===== src/rtl/arm_pkg.sv =====
// Shared ARMv4 decode types: instruction classes, condition codes and the
// decoded-instruction record carried through the decode queue.
package arm_pkg;

    typedef enum logic [2:0] {
        CLS_DP    = 3'd0,
        CLS_MUL   = 3'd1,
        CLS_LDST  = 3'd2,
        CLS_LDSTM = 3'd3,
        CLS_BR    = 3'd4,
        CLS_SWI   = 3'd5,
        CLS_UNDEF = 3'd7
    } instr_class_e;

    localparam logic [3:0] COND_EQ = 4'h0;
    localparam logic [3:0] COND_NE = 4'h1;
    localparam logic [3:0] COND_CS = 4'h2;
    localparam logic [3:0] COND_CC = 4'h3;
    localparam logic [3:0] COND_MI = 4'h4;
    localparam logic [3:0] COND_PL = 4'h5;
    localparam logic [3:0] COND_VS = 4'h6;
    localparam logic [3:0] COND_VC = 4'h7;
    localparam logic [3:0] COND_HI = 4'h8;
    localparam logic [3:0] COND_LS = 4'h9;
    localparam logic [3:0] COND_GE = 4'hA;
    localparam logic [3:0] COND_LT = 4'hB;
    localparam logic [3:0] COND_GT = 4'hC;
    localparam logic [3:0] COND_LE = 4'hD;
    localparam logic [3:0] COND_AL = 4'hE;
    localparam logic [3:0] COND_NV = 4'hF;

    typedef struct packed {
        logic [31:0]  pc;
        logic [3:0]   cond;
        instr_class_e cls;
        logic [3:0]   opcode;
        logic         s;
        logic [3:0]   rn;
        logic [3:0]   rd;
        logic [3:0]   rs;
        logic [3:0]   rm;
        logic         imm_flag;
        logic [31:0]  imm32;
        logic         link;
        logic [31:0]  target;
    } decoded_t;

    localparam decoded_t DECODED_RESET = '{
        pc: 32'd0, cond: 4'd0, cls: CLS_UNDEF, opcode: 4'd0, s: 1'b0,
        rn: 4'd0, rd: 4'd0, rs: 4'd0, rm: 4'd0, imm_flag: 1'b0,
        imm32: 32'd0, link: 1'b0, target: 32'd0
    };

    function automatic logic [31:0] ror32(input logic [31:0] v, input logic [4:0] amt);
        logic [63:0] vv;
        vv = {v, v} >> amt;
        return vv[31:0];
    endfunction

endpackage


===== src/rtl/arm_decoder.sv =====
// Combinational ARMv4 instruction classifier and field extractor.
module arm_decoder
    import arm_pkg::*;
(
    input  logic [31:0] instr_i,
    input  logic [31:0] pc_i,
    output decoded_t    dec_o
);

    instr_class_e cls;
    logic [31:0]  br_off;

    // Classification is priority ordered: the first matching pattern wins.
    always_comb begin
        if (instr_i[31:28] == COND_NV)                               cls = CLS_UNDEF;
        else if (instr_i[27:25] == 3'b101)                           cls = CLS_BR;
        else if (instr_i[27:24] == 4'b1111)                          cls = CLS_SWI;
        else if (instr_i[27:22] == 6'b0 && instr_i[7:4] == 4'b1001)  cls = CLS_MUL;
        else if (instr_i[27:25] == 3'b011 && instr_i[4])             cls = CLS_UNDEF;
        else if (instr_i[27:26] == 2'b01)                            cls = CLS_LDST;
        else if (instr_i[27:25] == 3'b100)                           cls = CLS_LDSTM;
        else if (instr_i[27:26] == 2'b00)                            cls = CLS_DP;
        else                                                         cls = CLS_UNDEF;
    end

    assign br_off = {{6{instr_i[23]}}, instr_i[23:0], 2'b00};

    always_comb begin
        dec_o          = DECODED_RESET;
        dec_o.pc       = pc_i;
        dec_o.cond     = instr_i[31:28];
        dec_o.cls      = cls;
        dec_o.opcode   = instr_i[24:21];
        dec_o.s        = instr_i[20];
        dec_o.rn       = instr_i[19:16];
        dec_o.rd       = instr_i[15:12];
        dec_o.rs       = instr_i[11:8];
        dec_o.rm       = instr_i[3:0];
        dec_o.imm_flag = instr_i[25];

        case (cls)
            CLS_MUL: begin
                dec_o.rd = instr_i[19:16];
                dec_o.rn = instr_i[15:12];
            end
            CLS_DP: begin
                if (instr_i[25])
                    dec_o.imm32 = ror32({24'd0, instr_i[7:0]}, {instr_i[11:8], 1'b0});
            end
            CLS_LDST: begin
                if (!instr_i[25])
                    dec_o.imm32 = {20'd0, instr_i[11:0]};
            end
            CLS_BR: begin
                dec_o.link   = instr_i[24];
                dec_o.target = pc_i + 32'd8 + br_off;
            end
            default: ;
        endcase
    end

endmodule


===== src/rtl/decode_stage.sv =====
// Decode stage: decodes each accepted fetch word and buffers the result in a
// small FIFO so that in_ready is registered and never sees out_ready directly.
module decode_stage
    import arm_pkg::*;
#(
    parameter int DEPTH = 2
) (
    input  logic        clk,
    input  logic        rst_n,
    input  logic        in_valid,
    output logic        in_ready,
    input  logic [31:0] in_instr,
    input  logic [31:0] in_pc,
    input  logic        flush,
    output logic        out_valid,
    input  logic        out_ready,
    output logic [31:0] out_pc,
    output logic [3:0]  out_cond,
    output logic [2:0]  out_class,
    output logic [3:0]  out_opcode,
    output logic        out_s,
    output logic [3:0]  out_rn,
    output logic [3:0]  out_rd,
    output logic [3:0]  out_rs,
    output logic [3:0]  out_rm,
    output logic        out_imm_flag,
    output logic [31:0] out_imm32,
    output logic        out_link,
    output logic [31:0] out_target
);

    localparam int CNT_W = $clog2(DEPTH + 1);
    localparam int PTR_W = $clog2(DEPTH);

    decoded_t             dec;
    decoded_t             mem_q [DEPTH];
    decoded_t             head;
    logic [CNT_W-1:0]     count_q, count_d;
    logic [PTR_W-1:0]     wr_q, wr_d, rd_q, rd_d;
    logic                 in_ready_q, in_ready_d;
    logic                 push, pop;

    arm_decoder u_decoder (
        .instr_i (in_instr),
        .pc_i    (in_pc),
        .dec_o   (dec)
    );

    assign push = in_valid && in_ready_q && !flush;
    assign pop  = out_valid && out_ready && !flush;

    always_comb begin
        count_d    = count_q;
        wr_d       = wr_q;
        rd_d       = rd_q;
        if (flush) begin
            count_d = '0;
            wr_d    = '0;
            rd_d    = '0;
        end else begin
            if (push) wr_d = wr_q + PTR_W'(1);
            if (pop)  rd_d = rd_q + PTR_W'(1);
            case ({push, pop})
                2'b10:   count_d = count_q + CNT_W'(1);
                2'b01:   count_d = count_q - CNT_W'(1);
                default: count_d = count_q;
            endcase
        end
        in_ready_d = (count_d != CNT_W'(DEPTH));
    end

    always_ff @(posedge clk or negedge rst_n) begin
        if (!rst_n) begin
            count_q    <= '0;
            wr_q       <= '0;
            rd_q       <= '0;
            in_ready_q <= 1'b1;
        end else begin
            count_q    <= count_d;
            wr_q       <= wr_d;
            rd_q       <= rd_d;
            in_ready_q <= in_ready_d;
        end
    end

    // Entries reset too, so the outputs show a defined record after reset.
    always_ff @(posedge clk or negedge rst_n) begin
        if (!rst_n) begin
            for (int i = 0; i < DEPTH; i++) mem_q[i] <= DECODED_RESET;
        end else if (push) begin
            mem_q[wr_q] <= dec;
        end
    end

    assign head         = mem_q[rd_q];
    assign in_ready     = in_ready_q;
    assign out_valid    = (count_q != '0);
    assign out_pc       = head.pc;
    assign out_cond     = head.cond;
    assign out_class    = head.cls;
    assign out_opcode   = head.opcode;
    assign out_s        = head.s;
    assign out_rn       = head.rn;
    assign out_rd       = head.rd;
    assign out_rs       = head.rs;
    assign out_rm       = head.rm;
    assign out_imm_flag = head.imm_flag;
    assign out_imm32    = head.imm32;
    assign out_link     = head.link;
    assign out_target   = head.target;

endmodule

===== config.mk =====
export PLATFORM = sky130hd
export DESIGN_NAME = decode_stage
export DESIGN_NICKNAME = d
export VERILOG_FILES = /design/src/rtl/arm_pkg.sv /design/src/rtl/arm_decoder.sv /design/src/rtl/decode_stage.sv
export SDC_FILE = /design/constraint.sdc
export NUM_CORES = 1
export LEC_CHECK = 0
export CAP_MARGIN = 10
export CORE_MARGIN = 5
export CORE_UTILIZATION = 45
export CTS_BUF_LIST = sky130_fd_sc_hd__clkbuf_8
export DETAILED_ROUTE_END_ITERATION = 8
export PLACE_DENSITY_LB_ADDON = 0.05
export SYNTH_ARGS = -nofsm -noshare
export SYNTH_HDL_FRONTEND = slang
export SYNTH_SLANG_ARGS = --single-unit

===== constraint.sdc =====
create_clock -name clk -period 5.4 [get_ports clk]
set_input_delay 1.08 -clock clk [delete_from_list [all_inputs] [get_ports clk]]
set_output_delay 1.08 -clock clk [all_outputs]
set_load 0.02 [all_outputs]

Figure 1. A small window of the routed layout (run 1).
The bar under the picture is 10 um long. Window x 118 to 158, y 26 to 66 um. Cells in grey, sequential cells in the stronger grey; small squares are vias.
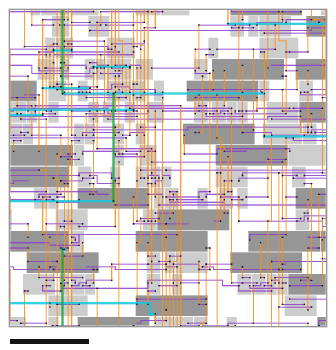
| colour | layer |
|---|---|
| orange | metal 2 |
| cyan | metal 3 |
| purple | metal 1 |
| green | metal 4 |
cells with their middle in the window: 95
sequential cells in the window: 15
netlist names of flops here include: mem_q (15)
most frequent: nand2_1 (30), o21ai_0 (19), dfrtp_1 (15)

Figure 2. Met1 routing (run 1).
The bar under the picture is 50 um long. Supply wires on this layer in grey.
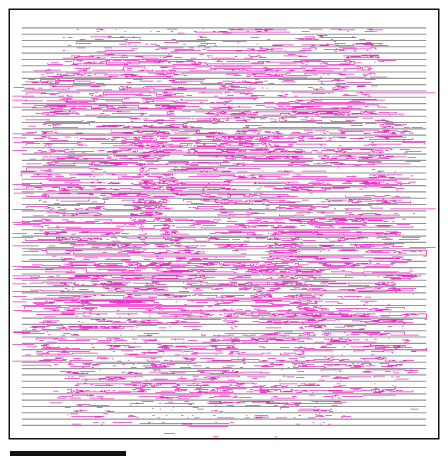
wire length on this layer: 18300 um
main direction: horizontal
share of all routed wire: 48%
global-route met1 utilization: 0.336
Routed Wire Length: 38000 um

==> flow.log, run 1 <==
[flow] summary of implementation run
[metrics] result of the run: complete, no violations
[metrics] standard-cell rows: 63
[metrics] total number of vias: 10800
[metrics] syn nets: 1514
[metrics] fin. max-slew vios: 0
[metrics] Top cell area share: 0.456
[metrics] H-tree depth reported by CTS: 2
[metrics] share of the core filled by cells before placement: 0.459
[metrics] number of global-route vias before repair: 10900
[metrics] type of element capturing the critical path: primary output
[metrics] CTS Hold Buffers Added: 0
[metrics] Synth flops: 257
[metrics] clk_skew: 0.0187 ns
[metrics] Floorplan Core Area: 0.0299 mm2
[metrics] area of the mapped netlist: 0.0137 mm2
[metrics] Highest Clock Rate: 246 MHz
[metrics] FFs w/ async S/R, synth: 1.00
[metrics] worst-case hold path end point: mem_q[225]$_DFFE_PN0P_
[metrics] Worst EP required: 4.32 ns
[metrics] maximum fanout count along the critical path: 56
[metrics] buffer depth of the longest clock path: 3
[metrics] Cells after Synth: 1386
[metrics] final critical delay including setup and external delays: 4.07 ns
[metrics] number of antenna violations at the first check in global routing: 0
[metrics] post-CTS setup buffers: 0
[metrics] number of failing setup endpoints in the final timing report: 0
[metrics] clock sink count: 257
[metrics] PostCTS Resize Cnt: 0
[metrics] share of layout cells above drive strength 1: 0.180
[metrics] Critical Path End: out_target[16]
[metrics] DR pass1 iterations: 5
[metrics] sum of negative setup slack: 0 ns
[metrics] slew at the pin closest to its max-slew limit: 0.982 ns
[metrics] RSZ-0062 raised after global routing: no
[metrics] pin count of the biggest net entering global routing: 105
[metrics] master of the slowest instance on the critical path: sky130_fd_sc_hd__dfrtp_4
[metrics] headroom to the max-slew limit: 0.346
[metrics] Layout Utilization: 0.568
[metrics] Hold Fails Final Rpt: 0
[metrics] global-route total usage across every layer: 0.222
[metrics] Final Net Count: 1687
[metrics] number of DRC violations after detailed routing: 0
[metrics] Synth area leaders: sky130_fd_sc_hd__dfrtp_1 46%, sky130_fd_sc_hd__mux2_2 14%, sky130_fd_sc_hd__nand2_1 9.5%
[metrics] Hold Slack: 0.469 ns
[metrics] tally of max-capacitance violations: 0
[metrics] total die size: 0.0340 mm2
[metrics] total I/O pin count: 197
[metrics] Clock Latency Late Sink: 0.55 ns
[metrics] clock slew seen by the registers of the worst setup and hold paths: 0.06 ns
[metrics] critical path, cell by cell: buf_4 -> mux2_2 -> clkdlybuf4s50_1
[metrics] delay of the slowest cell on the worst path: 0.98 ns
[metrics] clock tree from TritonCTS: yes
[metrics] cell type with the highest aggregate area in the netlist: sky130_fd_sc_hd__dfrtp_1
[metrics] crit start category: flop
[metrics] worst hold path stage count: 2
[metrics] final std cell area, no fill: 0.0170 mm2
[metrics] port bufs: 196
[metrics] Die Width: 185 um
[metrics] tally of OpenROAD warnings: 30
[metrics] clock buffers created by TritonCTS: 45
[metrics] initial drt markers: 673
[metrics] number of fill cells in the layout: 2705
[metrics] DIE HEIGHT: 185 um
[metrics] pwr/cell area: 364 mW/mm2
[metrics] mean instance size in the synthesized netlist: 9.89 um2
[metrics] count of instantiated cells in the yosys netlist: 1386
[metrics] Critical Path Start: rd_q$_DFFE_PN0P_
[metrics] critical path's top delay family: buffers and inverters
[metrics] count of warnings emitted by yosys: 0
[metrics] leakage power of the design: 7.67 nW
[metrics] Clk Tree Root Cell: sky130_fd_sc_hd__clkbuf_8
[metrics] final estimated routing congestion in global placement: 0.889
Figure 3. Logic cells by family (run 1).
The bar under the picture is 50 um long.
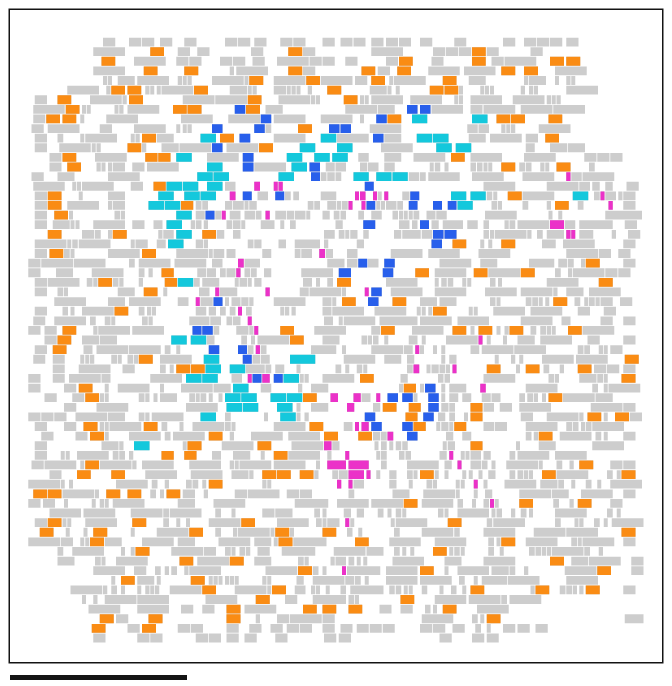
| colour | family | cells |
|---|---|---|
| orange | mux cells | 189 |
| blue | non-inverting ao/oa cells | 54 |
| cyan | fa/ha/maj cells | 59 |
| magenta | nor cells | 57 |
top logic cell by instance count in the layout: sky130_fd_sc_hd__nand2_1
number of non-filler instances in the completed layout: 1985

run 1: flip-flops by register name (all words and copies together), names as in the netlist:
| signal | count |
|---|---|
| mem_q | 252 |
| count_q | 2 |
| in_ready | 1 |
| rd_q | 1 |
| wr_q | 1 |
run 1: where the power goes:
group	internal, W	total, W	switching [W]
Combinational	0.000872	0.00182	0.000951
Sequential	0.00230	0.00250	0.000199
Clock	0.00104	0.00184	0.000803
Total	0.00422	0.00617	0.00195
run 1: cell type report:
cell class / instances / area, um2 / area share
flip-flops and latches: 257 / 6440 / 0.380
repair buffers: 211 / 2130 / 0.126
multi-input cells: 1031 / 6900 / 0.407
well taps: 390 / 488 / 0.0288
inverters: 13 / 48.8 / 0.00288
clock buffers: 60 / 826 / 0.0487
clock inverters: 23 / 126 / 0.00745
run 1: through the flow:
step                      setup WS [ns]  cells
final                              1.33   1985
after global routing               1.20   1985
after CTS                          1.25   1985
after detailed placement           1.18   1902
after global placement             1.26   1902
after floorplan                    2.12   1386
run 1: synth_stat cells, types with 4 or more instances:
master / n
sky130_fd_sc_hd__a211oi_1: 4
sky130_fd_sc_hd__o21ai_0: 148
sky130_fd_sc_hd__nand2b_1: 7
sky130_fd_sc_hd__nor3_1: 8
sky130_fd_sc_hd__a22o_1: 30
sky130_fd_sc_hd__mux2i_1: 16
sky130_fd_sc_hd__nand4_1: 11
sky130_fd_sc_hd__clkbuf_1: 64
sky130_fd_sc_hd__xor2_1: 14
sky130_fd_sc_hd__a21oi_1: 18
sky130_fd_sc_hd__a22oi_1: 6
sky130_fd_sc_hd__or3_1: 7
sky130_fd_sc_hd__o21a_1: 7
sky130_fd_sc_hd__o21ai_1: 9
sky130_fd_sc_hd__nor2b_1: 5
sky130_fd_sc_hd__a31oi_1: 9
sky130_fd_sc_hd__mux2_2: 173
sky130_fd_sc_hd__and3_1: 5
sky130_fd_sc_hd__o22ai_1: 7
sky130_fd_sc_hd__xnor2_1: 17
sky130_fd_sc_hd__or2_2: 4
sky130_fd_sc_hd__nand3_1: 18
sky130_fd_sc_hd__buf_2: 14
sky130_fd_sc_hd__inv_1: 11
sky130_fd_sc_hd__dfstp_2: 7
sky130_fd_sc_hd__o31ai_1: 9
sky130_fd_sc_hd__buf_1: 6
sky130_fd_sc_hd__dfrtp_1: 250
sky130_fd_sc_hd__nor2_1: 40
sky130_fd_sc_hd__ha_1: 58
sky130_fd_sc_hd__a21o_1: 11
sky130_fd_sc_hd__nand2_1: 348
run 1: routing by layer:
| metal | track usage | routed length (um) |
|---|---|---|
| met1 | 0.336 | 18300 |
| met2 | 0.338 | 17000 |
| met3 | 0.0365 | 2220 |
| met4 | 0.0438 | 528 |
| met5 | 0 | 0 |
run 1: cells by family (layout without fill, tap and decap cells):
| logic type | count (synthesis) | in the layout | share of synthesized area |
|---|---|---|---|
| fa+ha+maj | 59 | 59 | 0.0544 |
| flops | 257 | 257 | 0.470 |
| xor+xnor | 31 | 31 | 0.0198 |
| mux | 189 | 189 | 0.154 |
| buf+inv | 98 | 307 | 0.0287 |
| compound gates | 286 | 286 | 0.131 |
| simple gates | 466 | 466 | 0.142 |
## Run 2: what changed since run 1
Clock period 5.4 ns to 3.65 ns, I/O delays scaled along.
==> flow.log, run 2 <==
[flow] summary of implementation run
[metrics] Cells after Synth: 1386 (unchanged)
[metrics] H-tree depth reported by CTS: 2 (unchanged)
[metrics] clock tree from TritonCTS: yes (unchanged)
[metrics] delay of the slowest cell on the worst path: 0.76 ns (was 0.98 ns)
[metrics] number of antenna violations at the first check in global routing: 0 (unchanged)
[metrics] post-CTS setup buffers: 0 (unchanged)
[metrics] port bufs: 196 (unchanged)
[metrics] Clock Latency Late Sink: 0.54 ns (was 0.55 ns)
[metrics] buffer depth of the longest clock path: 3 (unchanged)
[metrics] standard-cell rows: 63 (unchanged)
[metrics] type of element capturing the critical path: primary output (unchanged)
[metrics] total I/O pin count: 197 (unchanged)
[metrics] number of global-route vias before repair: 10900 (about the same)
[metrics] pin count of the biggest net entering global routing: 95 (was 105)
[metrics] Highest Clock Rate: 294 MHz
[metrics] FFs w/ async S/R, synth: 1.00 (unchanged)
[metrics] total number of vias: 10900 (was 10800)
[metrics] master of the slowest instance on the critical path: sky130_fd_sc_hd__dfrtp_4 (unchanged)
[metrics] RSZ-0062 raised after global routing: no (unchanged)
[metrics] final estimated routing congestion in global placement: 0.906 (was 0.889)
[metrics] critical path's top delay family: buffers and inverters (unchanged)
[metrics] final std cell area, no fill: 0.0173 mm2 (was 0.0170 mm2)
[metrics] pwr/cell area: 531 mW/mm2 (was 364 mW/mm2)
[metrics] DR pass1 iterations: 5 (unchanged)
[metrics] PostCTS Resize Cnt: 0 (unchanged)
[metrics] share of the core filled by cells before placement: 0.459 (unchanged)
[metrics] Routed Wire Length: 38300 um (was 38000 um)
[metrics] register with the most flip-flops: mem_q (unchanged)
[metrics] syn nets: 1514 (unchanged)
[metrics] headroom to the max-slew limit: 0.518 (was 0.346)
[metrics] Hold Fails Final Rpt: 0 (unchanged)
[metrics] maximum fanout count along the critical path: 32 (was 56)
[metrics] result of the run: complete, no violations (unchanged)
[metrics] clock buffers created by TritonCTS: 46 (was 45)
[metrics] tally of max-capacitance violations: 0 (unchanged)
-- run 2: cell counts after synthesis --
Identical to the previous run, type by type.
-- run 2: metal layers --
metal  up-vias  share of wire  GRT usage  routed length [um]
met2       339           0.45      0.346               17100
met4         0          0.020     0.0503                 762
met1      5241           0.47      0.328               18000
met5         -              0          0                   0
met3        57          0.064     0.0422                2460
li1       5300              -          -                   -
-- run 2: per-stage QoR --
step / instances / hold WS [ns] / utilization
final: 2026 / 0.198 / 0.578
after floorplan: 1386 / 0.434 / -
after global placement: 1941 / 0.454 / 0.546
after detailed placement: 1941 / 0.459 / 0.546
after CTS: 2026 / 0.209 / 0.578
after global routing: 2026 / 0.244 / 0.578
-- run 2: kinds of logic (layout without fill, tap and decap cells) --
logic type,count (synthesis),after routing,share of synthesized area
AND-OR/OR-AND,286,286,0.131
XOR/XNOR,31,31,0.0198
adder cells (fa/ha/maj),59,59,0.0544
buffers and inverters,98,348,0.0287
flip-flops,257,257,0.470
multiplexers,189,189,0.154
AND/OR/NAND/NOR,466,466,0.142
-- run 2: report_power, final --
group / switching [W] / internal, W / total [W]
logic: 0.00144 / 0.00134 / 0.00278
clock network: 0.00118 / 0.00150 / 0.00268
registers: 0.000280 / 0.00341 / 0.00369
total: 0.00290 / 0.00625 / 0.00916
-- run 2: path summary, 6_finish.rpt --
kind	startpoint	to	slack, ns	cells after the start
setup / recovery	rd_q$_DFFE_PN0P_	out_rs[0]	0.25	3
hold / removal	rst_n	mem_q[179]$_DFFE_PN0P_	0.20	1
setup reg to reg	in_ready$_DFF_PN1_	in_ready$_DFF_PN1_	1.51	7
hold reg to reg	mem_q[211]$_DFFE_PN0P_	mem_q[211]$_DFFE_PN0P_	0.47	2
max in group asynchronous	rst_n	mem_q[209]$_DFFE_PN0P_	2.55	2
min in group clk	mem_q[211]$_DFFE_PN0P_	mem_q[211]$_DFFE_PN0P_	0.47	2
-- run 2: cell type report --
class | instances | area [um2]
multi-input combinational | 1031 | 6900
clock inverter | 30 | 171
clock buffer | 55 | 757
timing repair buffer | 250 | 2450
tap | 390 | 488
fill | 2694 | 12600
inverter | 13 | 48.8
sequential | 257 | 6440
Figure 4. A small window of the routed layout (run 2).
The bar under the picture is 10 um long. Window x 118 to 158, y 26 to 66 um. Cells in grey, sequential cells in the stronger grey; small squares are vias.
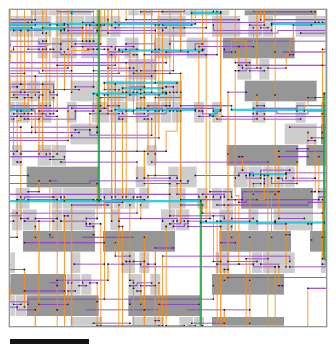
| colour | layer |
|---|---|
| orange | metal 2 |
| green | metal 4 |
| cyan | metal 3 |
| purple | metal 1 |
most frequent: nand2_1 (32), o21ai_0 (15), dfrtp_1 (12)
cells with their middle in the window: 99
sequential cells in the window: 12
netlist names of flops here include: mem_q (12)

Figure 5. Logic cells by family (run 2).
The bar under the picture is 50 um long.
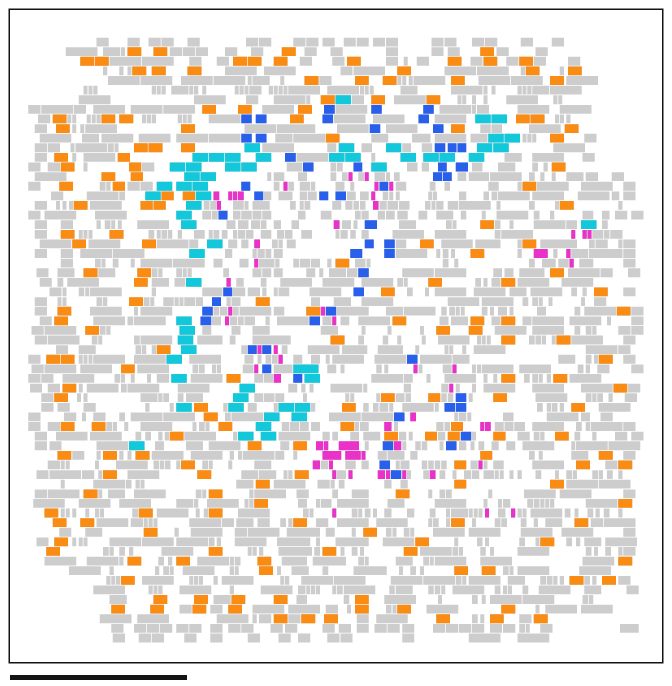
| colour | family | cells |
|---|---|---|
| cyan | fa/ha/maj cells | 59 |
| orange | mux cells | 189 |
| blue | non-inverting ao/oa cells | 54 |
| magenta | nor cells | 57 |
fraction of area in multi-input gates: 0.400
number of non-filler instances in the completed layout: 2026

Power figures rest on the tool's default switching activity, not on a simulated workload.
